Design mips_multicycle_ctrl, sky130hd; sources not shown.
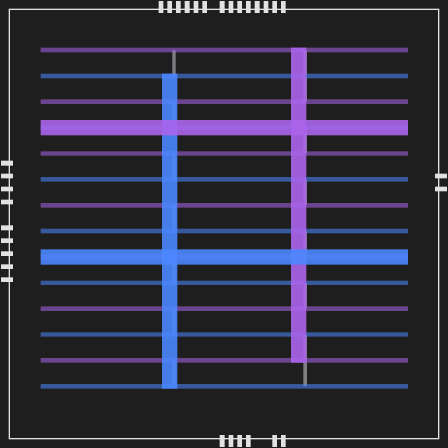
(floorplan with the power grid)
Pins as bars on the die edge. Tap cells in grey.
[purple] VDD
[blue] VSS
met5 straps: 2
tap cells: 15
met4 straps: 2
rows: 13
maximum vdd drop: 0.408 mV
Die W: 45.0 um
overall die height: 45.0 um
CORE AREA: 1370 um^2

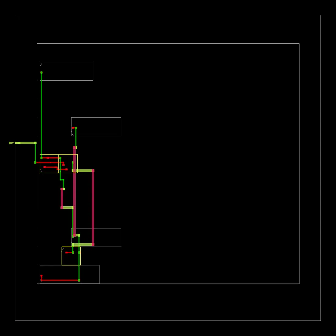
(clock routing)
Flops: 4
Worst Skew: 0.00197 ns

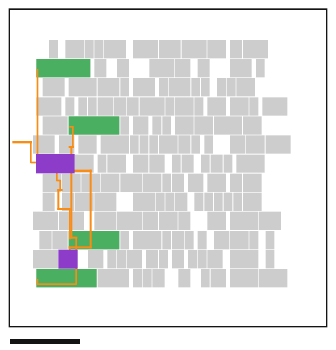
(routed clock nets over the placement)
Scale bar: 10 um.
[green] flip-flops | count: 4
[purple] cells driving clock nets | count: 3
[orange] clock wires | length: 92.8 um
routed clock nets: 4
Clk. pwr: 105 uW
Worst-Skew Late Latency: 0.24 ns
Clock Power Share: 31.2%

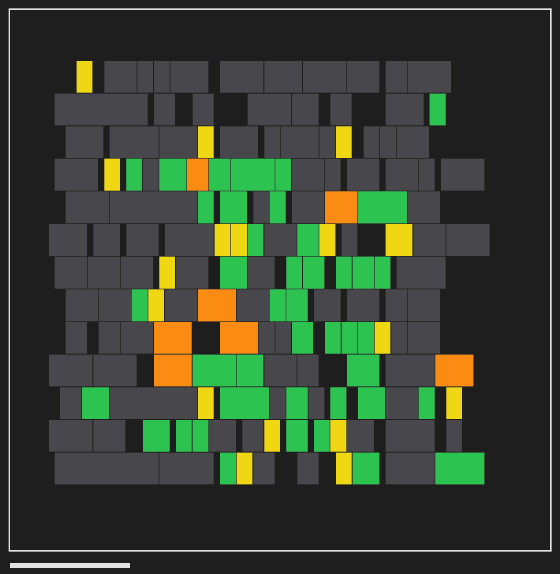
(gate families picked out)
Scale bar: 10 um.
[yellow] inverters | cells: 17
[orange] inverting AOI/OAI gates | cells: 7
[green] NAND gates | cells: 42
fin cells: 172
Top cell excl fill/tap: buf_4
fraction of area in multi-input gates: 43.6%

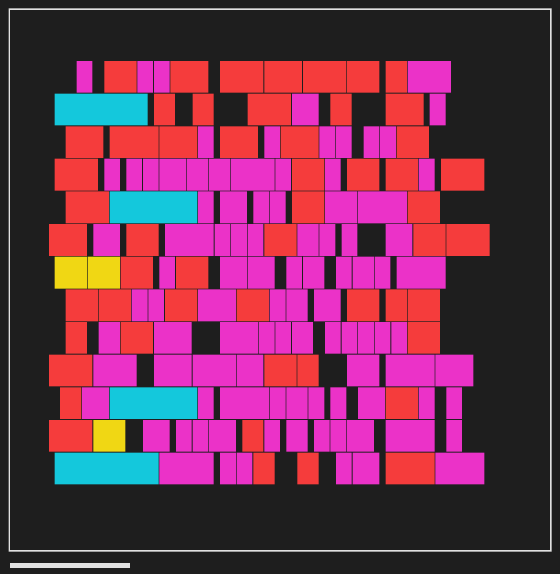
(cell classes on the final placement)
Scale bar: 10 um.
[cyan] flip-flops | cells: 4
[yellow] cells driving clock nets | cells: 3
[red] other buffers and delay cells | cells: 53
[magenta] all other logic | cells: 97
post-layout util: 78.3%
sequential cell area share: 7.95%
Rows: 13
post-route design area: 1070 um^2

==> flow_metrics.py <==
# Synthesis and PnR figures
metrics = {
    "outcome": {
        "status": "complete, but fails checks",
        "violations": "negative setup slack",
    },
    "worst_setup_path": {
        "crit_type": "input port to output port",
        "slowest_delay_ns": 0.18,
        "start_kind": "input port",
        "worstPathMaxFanout": 3,
        "crit_arrival_ns": 1.47,
        "cp.required_ns": 1.47,
        "regToRegSetupSlack_ns": 0.74,
    },
    "clock_network": {
        "cts-root-buf": "clkbuf_4",
        "cts_buffers": 3,
        "cts_tree": "built",
    },
    "routing": {
        "vias": 872,
        "detail_route.first_pass.iterations": 4,
        "drtAntennaViolNets": 0,
        "drt_iter0_drc": 36,
        "drt_wl_total_um": 2350,
        "wl_met1_um": 934,
        "post_drt_wl_per_cell_um": 13.7,
        "highest_layer": "met4",
        "wl_met3_um": 117,
    },
    "hold_path": {
        "hp-class": "register to register",
        "min_path_cells": 3,
    },
    "global_route": {
        "use_met3_pct": 3.19,
        "gr-usage-met2_pct": 46.0,
        "met1_usage_pct": 30.8,
        "globalRouteOverflowTotal": 0,
    },
    "place": {
        "port_buffers": 29,
        "dp.final_hpwl_um": 1690,
        "gp_congestion": 0.862,
    },
    "final_timing": {
        "period_used_pct": 100,
        "finalWorstSetupSlack_ns": -0.00486,
        "period_needed_ns": 2.10,
        "fmax_mhz": 475,
        "hold_viol_final": 0,
        "setup_viol": 1,
    },
    "logic_synthesis": {
        "netlist.area_leader.share_pct": 16.0,
        "avgSynthCellArea_um2": 5.36,
        "ys_cells": 105,
        "synth_cell_types": 24,
        "netlist_area_um2": 563,
        "yosys_area_um2": 563,
        "ys_seq_share_pct": 14.2,
    },
    "final_layout": {
        "area_growth_pct": 90.0,
        "logic_area_um2": 467,
        "antenna_cells": 0,
        "register_area_um2": 85.1,
        "layout.nets": 168,
        "drive_gt1_share_pct": 51.0,
    },
    "floorplanning": {
        "dieArea_um2": 2030,
        "fp_util_pct": 41.2,
    },
    "job": {
        "warnings": 28,
    },
    "power": {
        "power_uw": 336,
        "power.leakage_uw": 0.000557,
    },
}
-- cell type report --
cell class	count	share of cell area (%)
repair buffers	53	38.4
inverters	17	6.20
multi-input cells	80	43.6
flip-flops and latches	4	7.95
clock buffers	3	2.11
well taps	15	1.75
-- cells in the mapped netlist --
cell and instances:
nand2_1 24, nor2_1 22, inv_1 10, nand3_1 9
inv_2 7, dfxtp_1 4, a21oi_1 3, nand2_2 3
nor3_1 3, a21oi_2 2, buf_4 2, nand2_4 2
nand4_1 2, nor2_2 2, buf_1 1, buf_2 1
conb_1 1, nand3_2 1, nand3b_1 1, nor2_4 1
nor3b_2 1, nor4_1 1, o211ai_1 1, o21ai_0 1
-- stage by stage --
stage                     utilization (%)  TNS [ns]  hold WS (ns)
after floorplan                         -         0         0.562
final                                78.3  -0.00486         0.714
after CTS                            76.8    -0.187         0.677
after global placement               73.6     -7.67         0.673
after detailed placement             73.6     -8.03         0.688
after global routing                 78.3    -0.132         0.734
-- layout by cell type (no fill, tap or decap), types with 3 or more instances in the layout --
cell and instances:
clkdlybuf4s15_1 5, nand2_2 6, clkdlybuf4s50_1 4, buf_4 23, clkbuf_4 3, clkbuf_2 9
nand2_4 3, inv_1 6, nor2_1 16, a21oi_2 4, nor2_2 5, nand3_1 8
inv_2 10, dlygate4sd2_1 8, nand2_1 20, nor2_4 4
-- worst max-delay path, delay by kind of cell --
family	cells	cell delay, ns
buf+inv	2	0.23
simple gates	5	0.44
compound gates	1	0.18
-- power by group --
group          switching, uW  total (uW)  internal, uW
sequential              3.98        83.5          79.5
combinational           77.7         148          69.9
clock                   40.5         105          64.6
total                    122         336           214
-- logic make-up after synthesis --
logic type             synth area share, %
AOI/OAI and AO/OA                     8.00
other                                0.666
and+or+nand+nor                       61.6
DFF                                   14.2
buffers and inverters                 15.6
Power figures rest on the tool's default switching activity, not on a simulated workload.
